Run 1, cells colored by class:
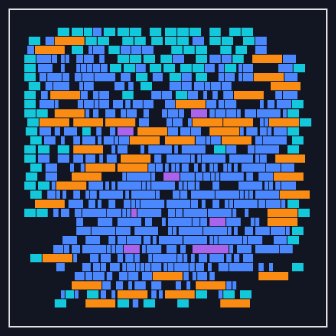
Run 1, routed metal per tile:
19 x 19 tiles, from dark blue (low) to red (high), scaled to the fullest tile. Values are wire area over tile area, all layers added.
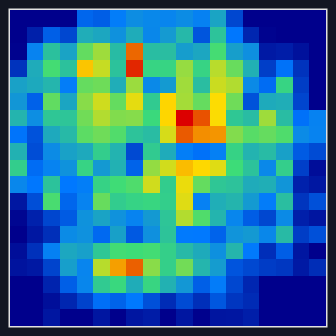
Run 1, clock wiring as the flow saved it:
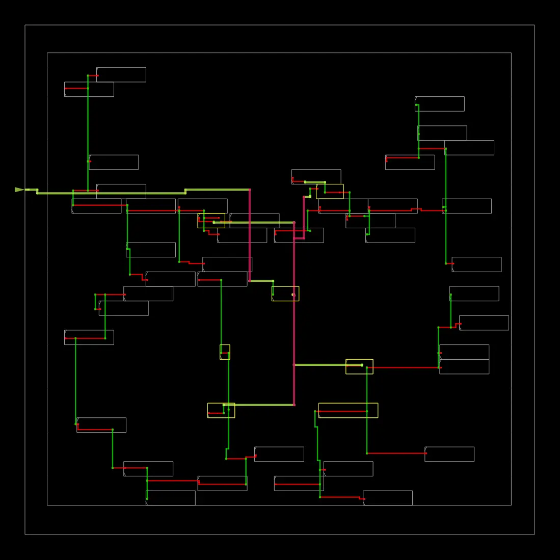
==> src/rtl/mult_pkg.sv <==
// Shared constants and FSM state type for the multiplier arbiter slice.
package mult_pkg;

    localparam int MULT_OPW   = 8;
    localparam int MULT_PRODW = 16;

    typedef enum logic [1:0] {
        IDLE = 2'd0,
        MUL  = 2'd1,
        RESP = 2'd2
    } mult_arb_state_t;

endpackage

==> src/rtl/rr_arbiter.sv <==
// Round-robin picker: first requester at or after ptr (mod NREQ), as one-hot grant and encoded index.
module rr_arbiter #(
    parameter int NREQ = 4,
    parameter int IDW  = $clog2(NREQ)
) (
    input  logic [NREQ-1:0] req,
    input  logic [IDW-1:0]  ptr,
    output logic [NREQ-1:0] grant,
    output logic [IDW-1:0]  idx,
    output logic            any
);

    localparam logic [IDW:0] NREQ_W = (IDW+1)'(NREQ);

    logic [IDW:0]   sum  [NREQ];
    logic [IDW:0]   diff [NREQ];
    logic [IDW-1:0] pos  [NREQ];
    logic [NREQ-1:0] hit;
    logic [IDW-1:0] sel  [NREQ+1];
    logic [NREQ:0]  found;

    assign sel[NREQ]   = '0;
    assign found[NREQ] = 1'b0;

    // Offset gi from the pointer maps to requester pos[gi]; lower offsets take priority.
    for (genvar gi = 0; gi < NREQ; gi++) begin : g_scan
        assign sum[gi]   = {1'b0, ptr} + (IDW+1)'(gi);
        assign diff[gi]  = sum[gi] - NREQ_W;
        assign pos[gi]   = (sum[gi] >= NREQ_W) ? diff[gi][IDW-1:0] : sum[gi][IDW-1:0];
        assign hit[gi]   = req[pos[gi]];
        assign sel[gi]   = hit[gi] ? pos[gi] : sel[gi+1];
        assign found[gi] = hit[gi] | found[gi+1];
    end

    assign idx = sel[0];
    assign any = found[0];

    for (genvar gi = 0; gi < NREQ; gi++) begin : g_grant
        assign grant[gi] = any && (idx == IDW'(gi));
    end

endmodule

==> src/rtl/wallace_tree.sv <==
// Combinational unsigned 8x8 multiplier: partial products reduced by carry-save layers, then one final add.
module wallace_tree
    import mult_pkg::*;
(
    input  logic [MULT_OPW-1:0]   a,
    input  logic [MULT_OPW-1:0]   b,
    output logic [MULT_PRODW-1:0] product
);

    function automatic logic [MULT_PRODW-1:0] csa_sum(
        input logic [MULT_PRODW-1:0] x,
        input logic [MULT_PRODW-1:0] y,
        input logic [MULT_PRODW-1:0] z
    );
        return x ^ y ^ z;
    endfunction

    function automatic logic [MULT_PRODW-1:0] csa_carry(
        input logic [MULT_PRODW-1:0] x,
        input logic [MULT_PRODW-1:0] y,
        input logic [MULT_PRODW-1:0] z
    );
        return ((x & y) | (x & z) | (y & z)) << 1;
    endfunction

    logic [MULT_PRODW-1:0] pp [MULT_OPW];

    for (genvar gi = 0; gi < MULT_OPW; gi++) begin : g_pp
        assign pp[gi] = {{(MULT_PRODW-MULT_OPW){1'b0}}, a & {MULT_OPW{b[gi]}}} << gi;
    end

    // 8 rows -> 6 -> 4 -> 3 -> 2; the true product fits in 16 bits, so dropped carries are zero.
    logic [MULT_PRODW-1:0] s0, c0, s1, c1, s2, c2, s3, c3, s4, c4, s5, c5;

    assign s0 = csa_sum(pp[0], pp[1], pp[2]);
    assign c0 = csa_carry(pp[0], pp[1], pp[2]);
    assign s1 = csa_sum(pp[3], pp[4], pp[5]);
    assign c1 = csa_carry(pp[3], pp[4], pp[5]);

    assign s2 = csa_sum(s0, c0, s1);
    assign c2 = csa_carry(s0, c0, s1);
    assign s3 = csa_sum(c1, pp[6], pp[7]);
    assign c3 = csa_carry(c1, pp[6], pp[7]);

    assign s4 = csa_sum(s2, c2, s3);
    assign c4 = csa_carry(s2, c2, s3);

    assign s5 = csa_sum(s4, c4, c3);
    assign c5 = csa_carry(s4, c4, c3);

    assign product = s5 + c5;

endmodule

==> src/rtl/mult_arbiter.sv <==
// Shares one wallace_tree multiplier among NREQ valid/ready requesters, tagging each product with its requester ID.
// Define MULT_ARB_STATS_EN to add stat_ops (wrapping handshake count) and stat_stall (saturating stall count).
module mult_arbiter
    import mult_pkg::*;
#(
    parameter  int NREQ = 4,
    localparam int IDW  = $clog2(NREQ)
) (
    input  logic                   clk,
    input  logic                   rst,
    input  logic [NREQ-1:0]        req_valid,
    output logic [NREQ-1:0]        req_ready,
    input  logic [NREQ*8-1:0]      req_a,
    input  logic [NREQ*8-1:0]      req_b,
    output logic                   rsp_valid,
    input  logic                   rsp_ready,
    output logic [MULT_PRODW-1:0]  rsp_product,
    output logic [IDW-1:0]         rsp_id
`ifdef MULT_ARB_STATS_EN
    ,
    output logic [15:0]            stat_ops,
    output logic [15:0]            stat_stall
`endif
);

    mult_arb_state_t       state_reg;
    logic [IDW-1:0]        rr_ptr_reg;
    logic [MULT_OPW-1:0]   a_reg, b_reg;
    logic [IDW-1:0]        id_reg;
    logic [MULT_PRODW-1:0] product_reg;
    logic [IDW-1:0]        rsp_id_reg;
    logic                  rsp_valid_reg;

    logic [MULT_OPW-1:0]   a_arr [NREQ];
    logic [MULT_OPW-1:0]   b_arr [NREQ];

    for (genvar gi = 0; gi < NREQ; gi++) begin : g_unpack
        assign a_arr[gi] = req_a[gi*MULT_OPW +: MULT_OPW];
        assign b_arr[gi] = req_b[gi*MULT_OPW +: MULT_OPW];
    end

    logic [NREQ-1:0] win_grant;
    logic [IDW-1:0]  win_idx;
    logic            win_any;

    rr_arbiter #(
        .NREQ (NREQ),
        .IDW  (IDW)
    ) u_rr (
        .req   (req_valid),
        .ptr   (rr_ptr_reg),
        .grant (win_grant),
        .idx   (win_idx),
        .any   (win_any)
    );

    logic [MULT_PRODW-1:0] mul_product;

    wallace_tree u_mul (
        .a       (a_reg),
        .b       (b_reg),
        .product (mul_product)
    );

    // Grant is only offered while idle, so acceptance and response handshake never share a cycle.
    assign req_ready   = (state_reg == IDLE) ? win_grant : '0;
    assign rsp_valid   = rsp_valid_reg;
    assign rsp_product = product_reg;
    assign rsp_id      = rsp_id_reg;

    always_ff @(posedge clk or posedge rst) begin
        if (rst) begin
            state_reg     <= IDLE;
            rr_ptr_reg    <= '0;
            a_reg         <= '0;
            b_reg         <= '0;
            id_reg        <= '0;
            product_reg   <= '0;
            rsp_id_reg    <= '0;
            rsp_valid_reg <= 1'b0;
        end else begin
            case (state_reg)
                IDLE: begin
                    if (win_any) begin
                        a_reg      <= a_arr[win_idx];
                        b_reg      <= b_arr[win_idx];
                        id_reg     <= win_idx;
                        rr_ptr_reg <= (win_idx == IDW'(NREQ-1)) ? '0 : win_idx + 1'b1;
                        state_reg  <= MUL;
                    end
                end
                MUL: begin
                    product_reg   <= mul_product;
                    rsp_id_reg    <= id_reg;
                    rsp_valid_reg <= 1'b1;
                    state_reg     <= RESP;
                end
                RESP: begin
                    if (rsp_ready) begin
                        rsp_valid_reg <= 1'b0;
                        state_reg     <= IDLE;
                    end
                end
                default: begin
                    rsp_valid_reg <= 1'b0;
                    state_reg     <= IDLE;
                end
            endcase
        end
    end

`ifdef MULT_ARB_STATS_EN
    logic [15:0] stat_ops_reg;
    logic [15:0] stat_stall_reg;

    always_ff @(posedge clk or posedge rst) begin
        if (rst) begin
            stat_ops_reg   <= '0;
            stat_stall_reg <= '0;
        end else begin
            if (rsp_valid_reg && rsp_ready) begin
                stat_ops_reg <= stat_ops_reg + 16'd1;
            end
            if (rsp_valid_reg && !rsp_ready && (stat_stall_reg != 16'hFFFF)) begin
                stat_stall_reg <= stat_stall_reg + 16'd1;
            end
        end
    end

    assign stat_ops   = stat_ops_reg;
    assign stat_stall = stat_stall_reg;
`endif

endmodule

==> config.mk <==
export PLATFORM = sky130hd
export DESIGN_NAME = mult_arbiter
export DESIGN_NICKNAME = d
export VERILOG_FILES = /design/src/rtl/mult_pkg.sv /design/src/rtl/rr_arbiter.sv /design/src/rtl/wallace_tree.sv /design/src/rtl/mult_arbiter.sv
export SDC_FILE = /design/constraint.sdc
export NUM_CORES = 1
export LEC_CHECK = 0
export CAP_MARGIN = 10
export CORE_MARGIN = 4
export CORE_UTILIZATION = 56
export CTS_CLUSTER_SIZE = 8
export DETAILED_ROUTE_END_ITERATION = 12
export PLACE_DENSITY = 0.87
export SETUP_SLACK_MARGIN = 0.02
export SLEW_MARGIN = 20
export SYNTH_ARGS = -nofsm -noshare
export SYNTH_HDL_FRONTEND = slang
export SYNTH_SLANG_ARGS = --single-unit
==> constraint.sdc <==
create_clock -name clk -period 12.26 [get_ports clk]
set_clock_uncertainty 0.1 [all_clocks]
set_input_delay 1.226 -clock clk [delete_from_list [all_inputs] [get_ports clk]]
set_output_delay 1.226 -clock clk [all_outputs]
set_load 0.05 [all_outputs]
==> changes_impl.md, run 1 <==
### Metrics

* Class of the most critical hold timing path: reg -> reg
* Worst path setup slack after routing at 6.91 ns
* Total inserted antenna cells at 0
* Async set-or-reset flop fraction in the synthesized netlist at 100%
* Nets at 663
* Ratio of routed vias to standard cells at 5.84
* Biggest cell delay along the critical path at 0.80 ns
* Synthesized-area fraction occupied by xor and xnor cells at approximately 1.2%
* Number of antenna violations at the first check in global routing at 0
* Crit share post-route at between 40% and 50%
* TritonRoute pass-1 iters at 5
* First-pass GRT wire length at about 17000 um
* Sum of net half-perimeters after detailed placement at 7930 um
* Share of post-route cells with drive strength above 1 at 4.58%
* Area after DPL at between 5000 and 6000 um2
* Pre-CTS setup slack at around 6.9 ns
* Yosys synthesis chip area at between 4000 and 5000 um2
* Worst-path cell with the longest stage delay: clkdlybuf4s50_1
* Tmin final at about 5.4 ns
* And+or+nand+nor area frac at between 10% and 20%
* Endpoints failing setup at 0
* Worst setup path startpoint: req_valid[0]
* Number of standard cells after synthesis at 449
* Post-synthesis net count at 588
* Drc violations at 0
* Mapped Area at 4230 um2
* Critical path type: in -> out
* Synth logic family: adder cells
* Cell depth of the worst min-delay path at 2
* Result of the run: complete, no violations
* Worst Hold End: rsp_product[7]
* Number of cells on the critical path at 8
* End of the worst register-to-register path: rsp_product[15]
* RSZ-0062 raised after global routing: no
* Sequential fraction of the synthesis area at 24.2%
* Worst slew pin tran at 1.06 ns
* Reg-to-reg critical path startpoint: a_reg[4]
* Overall die area at 9020 um2
* Maximum buffer depth of the clock tree at 2
* CTS tree: yes
* Root Driver: clkbuf_8
* Port Buffers at between 90 and 100
* Initial Util at 58.1%
* Overall die height at between 90 and 100 um
* R2r worst-path depth at 13
* Sum of negative setup slack at 0 ns
* First-iteration detailed-routing DRC count at about 270
* Tool Warnings at 29
* Post-synthesis cell count from yosys at about 450
* Later-pin clock latency in the skew report at 0.30 ns
* Leading cell types in the layout, fill and taps excluded: clkdlybuf4s50_1, nand2_1, dfrtp_1
* Seq cells post-synth at 41
* Pin count of the biggest net entering global routing at 42
* Type of destination of the critical path: output pin
* Aggregate global routing overflow at 0
* Final Hold Viols at 0
* Number of top-level pins at 94
* Average footprint of a synthesized cell at 9.43 um2
* Post-route ant nets at 0
* Startpoint kind of the worst setup timing path: input pin
* EDFF count, synth at 0
* Most instantiated logic cell after routing: clkdlybuf4s50_1
* FMAX at 187 MHz
* Number of instances resized during post-cts repair at 0
* Dominant register cell in the synthesized netlist: dfrtp_1
* Required @ worst endpoint at 10.93 ns
* Maximum capacitance violations at 0
* Crit path top cell by count: clkdlybuf4s50_1
* Critical hold path startpoint: rsp_product[7]
* Mux share at 6.62%
* Flip-flop count of the largest register, all copies and words added at 16
* Largest fanout on the critical path at 19
* Area growth, synth to finish at 24.6%
* Number of levels in the clock H-tree at 2
* Crit path arrival time at 4.03 ns
* Cells traversed along the worst timing path: clkdlybuf4s50_1 > mux2i_1 > or2_1 > nand3_4 > inv_4 > ha_1 > and2_1 > clkdlybuf4s50_1
* Count of final max-slew check failures at 0
* Distinct lib cells at around 46
* Max transition margin at 29.3%
* Yosys warning total at 0
* Routability cong. at 0.842
* Adder-cell area share of the yosys netlist at between 20% and 30%
* Clock-pin transition on the worst setup and hold timing paths at ~0.070 ns
* CP delay by family, top: buffers and inverters
* Die width at around 95 um
* Cts-stage hold buffer count at 0
* Register-to-Register Setup Slack at approximately 7.6 ns
* Via count of the first global-routing pass at 3728
* Post-synthesis compound-gate area fraction at ~15%
* Number of post-CTS setup repair buffers at 0
* End of the critical path: req_ready[3]
* Sum of buffers and inverters on the critical path at 3
-- 'cells colored by class' (at the start) --
| color | class | cells | share of their area |
|---|---|---|---|
| purple | clock drivers and dummy loads | 7 | 2.0% |
| blue | combinational and other logic | 380 | 60% |
| orange | sequential cells | 41 | 20% |
| cyan | remaining buffers and delay cells | 96 | 19% |
area of all placed cells without fillers: 5280 um2
count of standard-cell rows: 31
final standard cell utilization of the core: 72.3%
placeable core region: 7290 um2
register share of the cell area: 19.4%

-- 'routed metal per tile' (at the start) --
fullest tile: 0.58
emptiest ninth of the die: south-east
densest ninth of the die: center
nearly empty tiles: 13%
tiles over half the peak: 20%
mean over tiles: 0.18
average wire length per cell after detail routing: 16.6 um
total number of vias: 3638
Final Routed Wirelength: 10300 um
All-Layer GR Usage: 24.0%

-- 'clock wiring as the flow saved it' (at the start) --
CTS Buf Count: 5
clock buffers: 5
clk sinks: 41
total number of sequential cells: 41

-- run 1: tightest hold or removal path, cell delays in order (launching register included) --
cell     delay [ns]
dfrtp_1        0.34
nand2_1        0.05
o21ai_0        0.06
-- run 1: cell usage after synthesis, types with 2 or more instances --
library cell  number  share of area [%]
nand2_1           66                5.9
dfrtp_1           41                 24
fa_1              39                 18
inv_1             39                3.5
and2_1            38                5.6
ha_1              29                8.6
o21ai_0           25                3.0
clkbuf_1          19                1.7
mux2i_1           19                4.5
o221ai_1          17                3.5
and4_1            16                3.3
o31a_1            16                3.3
a21oi_1            8               0.95
mux2_2             8                2.1
o21ai_1            8               0.95
nor3b_1            6                1.1
xnor2_1            5                1.0
buf_2              4               0.47
buf_6              4                1.1
nor2_1             4               0.35
a21o_1             3               0.53
and3_1             3               0.44
nand2b_1           3               0.44
nand3_1            3               0.35
a221oi_1           2               0.41
inv_2              2               0.18
o2111ai_1          2               0.41
o21a_1             2               0.35
-- run 1: layout make-up --
class                   instances  area [um2]
multi-input cells             338        2910
repair buffers                 96         953
fillers                       576        2020
clock buffers                   5        68.8
clock inverters                 2        35.0
well taps                      99         124
flip-flops and latches         41        1030
inverters                      42         160
-- run 1: stage by stage --
| stage | instances | hold slack (ns) | util, % |
|---|---|---|---|
| floorplan | 449 | 0.346 | - |
| global placement | 616 | 0.362 | 70.9 |
| detailed placement | 616 | 0.372 | 70.9 |
| CTS | 623 | 0.390 | 72.3 |
| global route | 623 | 0.414 | 72.3 |
| finish | 623 | 0.378 | 72.3 |
-- run 1: per-layer routing --
layer / share of wire [%] / track usage [%]
met5: 0 / 0
met1: 40 / 30.3
met4: 2.0 / 6.01
met3: 4.6 / 3.43
met2: 53 / 43.0
Run 1, clock distribution:
The bar under the picture is 20 um long.
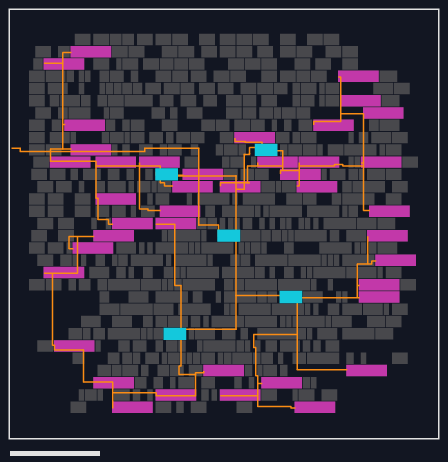

==> run 2, diff against run 1 <==
--- a/config.mk
+++ b/config.mk
@@ -7,10 +7,10 @@
 export LEC_CHECK = 0
 export CAP_MARGIN = 10
 export CORE_MARGIN = 4
-export CORE_UTILIZATION = 56
+export CORE_UTILIZATION = 47
 export CTS_CLUSTER_SIZE = 8
 export DETAILED_ROUTE_END_ITERATION = 12
-export PLACE_DENSITY = 0.87
+export PLACE_DENSITY = 0.78
 export SETUP_SLACK_MARGIN = 0.02
 export SLEW_MARGIN = 20
 export SYNTH_ARGS = -nofsm -noshare
==> constraint.sdc (replaced) <==
create_clock -name clk -period 4.5 [get_ports clk]
set_clock_uncertainty 0.1 [all_clocks]
set_input_delay 0.45 -clock clk [delete_from_list [all_inputs] [get_ports clk]]
set_output_delay 0.45 -clock clk [all_outputs]
set_load 0.05 [all_outputs]
Run 2, clock distribution:
The bar under the picture is 20 um long.
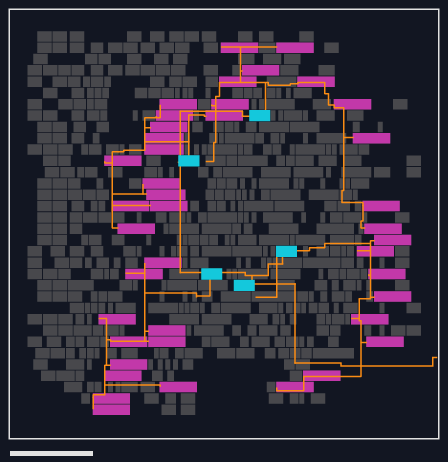
[cyan] clock drivers | count: 5
[orange] clock wires | length: 596 um
[magenta] flip-flops | count: 41
flops lie: all over the die
routed clock nets: 6

Run 2, clock wiring as the flow saved it:
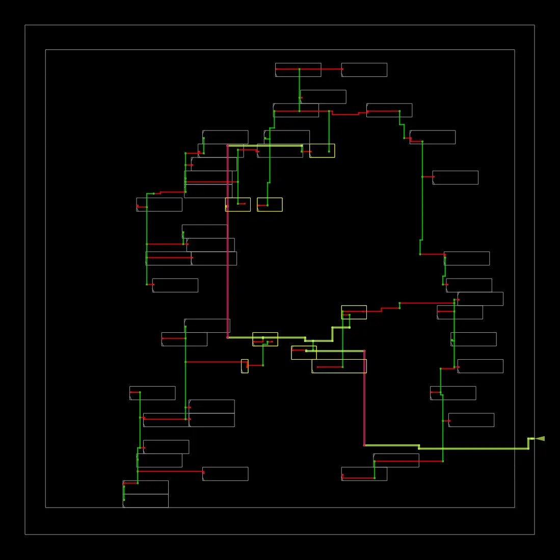
later-pin clock latency in the skew report: 0.30 ns
clock buffers: 7

==> changes_impl.md, run 2 <==
### Metrics

* Share of post-route cells with drive strength above 1 at 8.74%
* Top cells by instance count after synthesis: nand2_1, dfrtp_1, fa_1, inv_1, and2_1
* FMAX at 230 MHz
* Adder-cell area share of the yosys netlist at 27.0%
* Overall die area at 10600 um2
* Result of the run: complete, no violations
* Nets at 676
* RSZ-0062 raised after global routing: no
* Type of destination of the critical path: register
* First-iteration detailed-routing DRC count at 139
* CP delay by family, top: adder cells
* Distinct lib cells at 46
* Cell taking the most area after synthesis: dfrtp_1
* Clock-pin transition on the worst setup and hold timing paths at about 0.080 ns
* Number of post-CTS setup repair buffers at 0
* Cells traversed along the worst timing path: buf_4 > and2_1 > fa_1 > inv_1 > fa_1 > fa_1 > fa_1 > inv_1 > ha_1 > a21oi_2 > o21ai_4 > a2111oi_4 > or4_1 > nand3_1
* Startpoint kind of the worst setup timing path: register
* Synth logic family: adder cells
* Ratio of routed vias to standard cells at 5.50
* Number of top-level pins at roughly 94
* Worst slew pin tran at 0.923 ns
* Seq cells post-synth at 41
* Pre-CTS setup slack at -0.00602 ns
* Post-synthesis net count at 588
* Crit path arrival time at 4.48 ns
* Post-route ant nets at 0
* TritonRoute pass-1 iters at 4
* Sum of negative setup slack at 0 ns
* Number of standard cells after synthesis at 449
* Dominant register cell in the synthesized netlist: dfrtp_1
* Sum of net half-perimeters after detailed placement at 7810 um
* Yosys synthesis chip area at 4230 um2
* Mapped Area at approximately 4200 um2
* Yosys top cell by instances: nand2_1
* Port Buffers at 93
* Biggest cell delay along the critical path at 0.54 ns
* Critical path type: reg -> reg
* Worst path setup slack after routing at 0.154 ns
* All-Layer GR Usage at 19.6%
* Pin count of the biggest net entering global routing at 42
* Via count of the first global-routing pass at 3572
* Sequential fraction of the synthesis area at 24.2%
* Overall die height at 103 um
* Tmin final at 4.35 ns
* Maximum buffer depth of the clock tree at 2
* Final Routed Wirelength at 9640 um
* Most instantiated logic cell after routing: clkdlybuf4s50_1
* CTS tree: yes
* Endpoints failing setup at 0
* Portion of synthesized cell area occupied by the leading cell type at around a quarter
* Number of levels in the clock H-tree at 2
* CTS Buf Count at 5
* Largest fanout on the critical path at 7
* Number of antenna violations at the first check in global routing at 0
* Number of instances resized during post-cts repair at 1
* Average wire length per cell after detail routing at around 15 um
* Total number of vias at around 3600
* Count of final max-slew check failures at 0
* Placeable core region at 8760 um2
* Aggregate global routing overflow at 0
* Flip-flop count of the largest register, all copies and words added at 16
* Tool Warnings at 29
* Required @ worst endpoint at 4.63 ns
* Leading cell types in the layout, fill and taps excluded: clkdlybuf4s50_1, nand2_1, inv_1, fa_1
* Max transition margin at a little under two fifths
* Clk sinks at 41
* Die width at about 100 um
* Crit share post-route at 96.6%
* Average footprint of a synthesized cell at 9.43 um2
* EDFF count, synth at 0
* Yosys warning total at 0
* Maximum capacitance violations at 0
* Class of the most critical hold timing path: reg -> reg
* Largest cells by area after synthesis: dfrtp_1, fa_1, ha_1
* Cts-stage hold buffer count at 0
* First-pass GRT wire length at 16700 um
* And+or+nand+nor area frac at 19.1%
* Worst-path cell with the longest stage delay: fa_1
* Count of standard-cell rows at 34
* Async set-or-reset flop fraction in the synthesized netlist at 100%
* Area growth, synth to finish at 29.1%
* Post-synthesis cell count from yosys at 449
* Synthesized-area fraction occupied by xor and xnor cells at 1.24%
* Drc violations at 0
* Total inserted antenna cells at 0
* Sum of buffers and inverters on the critical path at 3
* Initial Util at 48.3%
* Crit path top cell by count: fa_1
* Post-synthesis compound-gate area fraction at around 15%
* Final Hold Viols at 0
* Root Driver: clkbuf_8
* Mux share at 6.62%
## run 2: layout make-up
class / count / area, um2 / share of cell area (%)
clock buffers: 7 / 86.3 / 1.58
clock inverters: 1 / 30.0 / 0.549
inverters: 42 / 160 / 2.93
well taps: 108 / 135 / 2.47
multi-input cells: 338 / 2970 / 54.4
repair buffers: 109 / 1050 / 19.2
flip-flops and latches: 41 / 1030 / 18.8
## run 2: kinds of logic after synthesis
logic type | Yosys count
buffers and inverters | 70
DFF | 41
adders and majority gates | 68
and+or+nand+nor | 147
xor gates and xnor gates | 6
AOI/OAI and AO/OA | 90
muxes | 27
## run 2: per-layer routing
metal  vias to the layer above  track usage [%]  wire length [um]
met5                         -                0                 0
met4                         0             3.49               106
met3                        11             4.80               631
met2                       116             32.3              4630
met1                      1699             26.7              4260
li1                       1724                -                 -
## run 2: stage by stage
stage	cells	utilization (%)	instance area (um2)	hold WS, ns
detailed placement	632	59.7	5240	0.366
CTS	640	61.1	5350	0.385
global route	646	62.4	5470	0.400
finish	646	62.4	5470	0.379
global placement	632	59.7	5240	0.360
floorplan	449	-	4230	0.346
## run 2: path summary, 6_finish.rpt
kind,from,to,slack (ns),cells after the start
setup / recovery,a_reg[3],rsp_product[15],0.15,14
hold / removal,rsp_valid,rsp_valid,0.38,1
setup reg to reg,a_reg[3],rsp_product[15],0.15,14
hold reg to reg,rsp_valid,rsp_valid,0.38,1
max in group asynchronous,rst,b_reg[4],3.42,3
min in group asynchronous,rst,rsp_id[0],0.48,3
==> run 3, diff against run 2 <==
--- a/config.mk
+++ b/config.mk
@@ -5,6 +5,7 @@
 export SDC_FILE = /design/constraint.sdc
 export NUM_CORES = 1
 export LEC_CHECK = 0
+export ABC_CLOCK_PERIOD_IN_PS = 4500
 export CAP_MARGIN = 10
 export CORE_MARGIN = 4
 export CORE_UTILIZATION = 47
Run 3, sequential cells grouped by signal name:
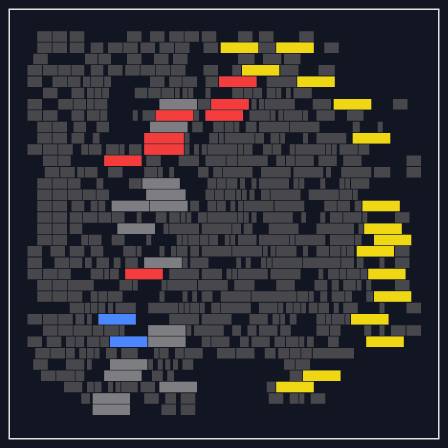
| color | name in the netlist | sequential cells |
|---|---|---|
| yellow | `rsp_product` | 16 |
| blue | `rr_ptr_reg` | 2 |
| red | `b_reg` | 8 |
not colored: 15
storage element area: 1030 um2

==> changes_impl.md, run 3 <==
### Metrics

* Maximum capacitance violations at 0
* Max transition margin at 38.2%
* GR Layer Usage met1 at 26.7%
* Portion of synthesized cell area occupied by the leading cell type at 24.2%
* Overall die height at 103 um
* Post-synthesis net count at 588
* Number of antenna violations at the first check in global routing at 0
* Count of final max-slew check failures at 0
* Distinct lib cells at approximately 46
* Maximum buffer depth of the clock tree at 2
* Crit share post-route at 96.6%
* Tool Warnings at 29
* Yosys warning total at 0
* Flip-flop count of the largest register, all copies and words added at 16
* Leading cell types in the layout, fill and taps excluded: clkdlybuf4s50_1, nand2_1, inv_1, fa_1
* Reg-to-reg critical path startpoint: a_reg[3]
* Tmin final at between 4 and 5 ns
* Routability cong. at 0.953
* Aggregate global routing overflow at 0
* CP delay by family, top: adder cells
* Largest fanout on the critical path at 7
* Number of cells on the critical path at 14
* Final Hold Viols at 0
* Highest layer used for signal routing: met4
* First-iteration detailed-routing DRC count at about 140
* Initial Util at between 40 and 50%
* First-pass GRT wire length at 16700 um
* Startpoint kind of the worst setup timing path: register
* Critical hold path startpoint: rsp_valid
* Overall die area at 10600 um2
* Type of destination of the critical path: register
* Worst-path cell with the longest stage delay: fa_1
* Ratio of routed vias to standard cells at 5.50
* Result of the run: complete, no violations
* Yosys synthesis chip area at 4230 um2
* Drc violations at 0
* Post-route ant nets at 0
* Fillcell total at 725
* Final hold slack at 0.379 ns
* Crit path arrival time at 4.48 ns
* Cells traversed along the worst timing path: buf_4 > and2_1 > fa_1 > inv_1 > fa_1 > fa_1 > fa_1 > inv_1 > ha_1 > a21oi_2 > o21ai_4 > a2111oi_4 > or4_1 > nand3_1
* Final Routed Wirelength at 9640 um
* Nets at 676
* Share of post-route cells with drive strength above 1 at around 8.7%
* Die width at 103 um
* Port Buffers at 93
* Worst Hold End: rsp_valid
* Class of the most critical hold timing path: reg -> reg
* Crit path top cell by count: fa_1
* Endpoints failing setup at 0
* R2r worst-path depth at 14
* Area growth, synth to finish at 29.1%
* Total number of vias at 3550
* Later-pin clock latency in the skew report at 0.30 ns
* Number of top-level pins at between 90 and 100
* Async set-or-reset flop fraction in the synthesized netlist at 100%
* Clock-pin transition on the worst setup and hold timing paths at about 0.080 ns
* Clk sinks at just over 40
* RSZ-0062 raised after global routing: no
* Cts-stage hold buffer count at 0
* Average footprint of a synthesized cell at 9.43 um2
* Sum of negative setup slack at 0 ns
* EDFF count, synth at 0
* Mapped Area at 4230 um2
* Pin count of the biggest net entering global routing at 42
* Top cells by instance count after synthesis: nand2_1, dfrtp_1, fa_1, inv_1, and2_1
* Number of standard cells after synthesis at 449
* Total inserted antenna cells at 0
* Post-synthesis cell count from yosys at 449
* All-Layer GR Usage at roughly a fifth
* Sum of buffers and inverters on the critical path at 3
* Global-route track usage on met2 at between 30% and 40%
* CTS Buf Count at 5
* CTS tree: yes
* Largest cells by area after synthesis: dfrtp_1, fa_1, ha_1
* Yosys top cell by instances: nand2_1
* Global route hottest layer: met2
* Met2 wirelength from detailed routing at 4630 um
* Met1 wire length at 4260 um
* Average wire length per cell after detail routing at 14.9 um
* Root Driver: clkbuf_8
* Register-to-Register Setup Slack at about 0.15 ns
* End of the worst register-to-register path: rsp_product[15]
* Sequential fraction of the synthesis area at 24.2%
* Critical path type: reg -> reg
* Number of levels in the clock H-tree at 2
* DR WL met3 at 631 um
* Required @ worst endpoint at approximately 4.6 ns
* Biggest cell delay along the critical path at 0.54 ns
* FMAX at 230 MHz
* Most instantiated logic cell after routing: clkdlybuf4s50_1
* Cell taking the most area after synthesis: dfrtp_1
* Via count of the first global-routing pass at 3572
* Seq cells post-synth at roughly 41
* Sum of net half-perimeters after detailed placement at a little under 8000 um
* Worst slew pin tran at 0.923 ns
* Cell depth of the worst min-delay path at 1
* Met3 routing resource usage after global routing at about 4.8%
* TritonRoute pass-1 iters at 4
* Dominant register cell in the synthesized netlist: dfrtp_1
Run 3, cells colored by class:
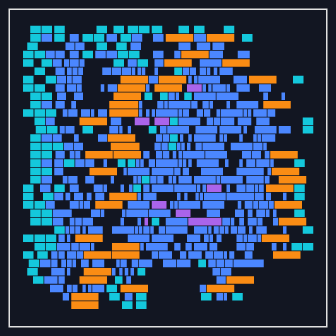
| color | class | cells | share of their area |
|---|---|---|---|
| blue | combinational and other logic | 380 | 59% |
| orange | sequential cells | 41 | 19% |
| purple | clock drivers and dummy loads | 8 | 2.2% |
| cyan | remaining buffers and delay cells | 109 | 20% |
register share of the cell area: 18.8%
final standard cell utilization of the core: 62.4%
placeable core region: 8760 um2
count of standard-cell rows: 34

## run 3: cell counts after synthesis
No cell type changed its count.
## run 3: cell families after synthesis
logic type | after synthesis | share of synthesized area [%]
DFF | 41 | 24.2
muxes | 27 | 6.62
and+or+nand+nor | 147 | 19.1
adders and majority gates | 68 | 27.0
AOI/OAI and AO/OA | 90 | 14.7
buffers and inverters | 70 | 7.09
xor gates and xnor gates | 6 | 1.24
## run 3: per-stage QoR
step           area (um2)  cells  setup WS [ns]
2_1_floorplan        4230    449          0.217
3_3_place_gp         5240    632          0.138
3_5_place_dp         5240    632       -0.00602
4_1_cts              5350    640         0.0492
5_1_grt              5470    646         0.0239
6_report             5470    646          0.154
## run 3: layout make-up
cell class	instances	area (um2)	share of cell area, %
Tap cell	108	135	2.47
Sequential cell	41	1030	18.8
Clock buffer	7	86.3	1.58
Timing Repair Buffer	109	1050	19.2
Multi-Input combinational cell	338	2970	54.4
Clock inverter	1	30.0	0.549
Inverter	42	160	2.93
## run 3: what timing repair did
action | 4_1_cts | 5_1_grt
buffers inserted | 0 | 6
setup endpoints to repair | 1 | 3
pin swaps | 0 | 2
resized | 1 | 13
## run 3: worst max-delay path by stage
stage | start | to | slack (ns)
floorplan | a_reg[4] | rsp_product[15] | 0.22
global placement | b_reg[3] | rsp_product[15] | 0.14
detailed placement | b_reg[3] | rsp_product[15] | -0.006
CTS | b_reg[3] | rsp_product[15] | 0.05
global route | a_reg[3] | rsp_product[15] | 0.02
finish | a_reg[3] | rsp_product[15] | 0.15
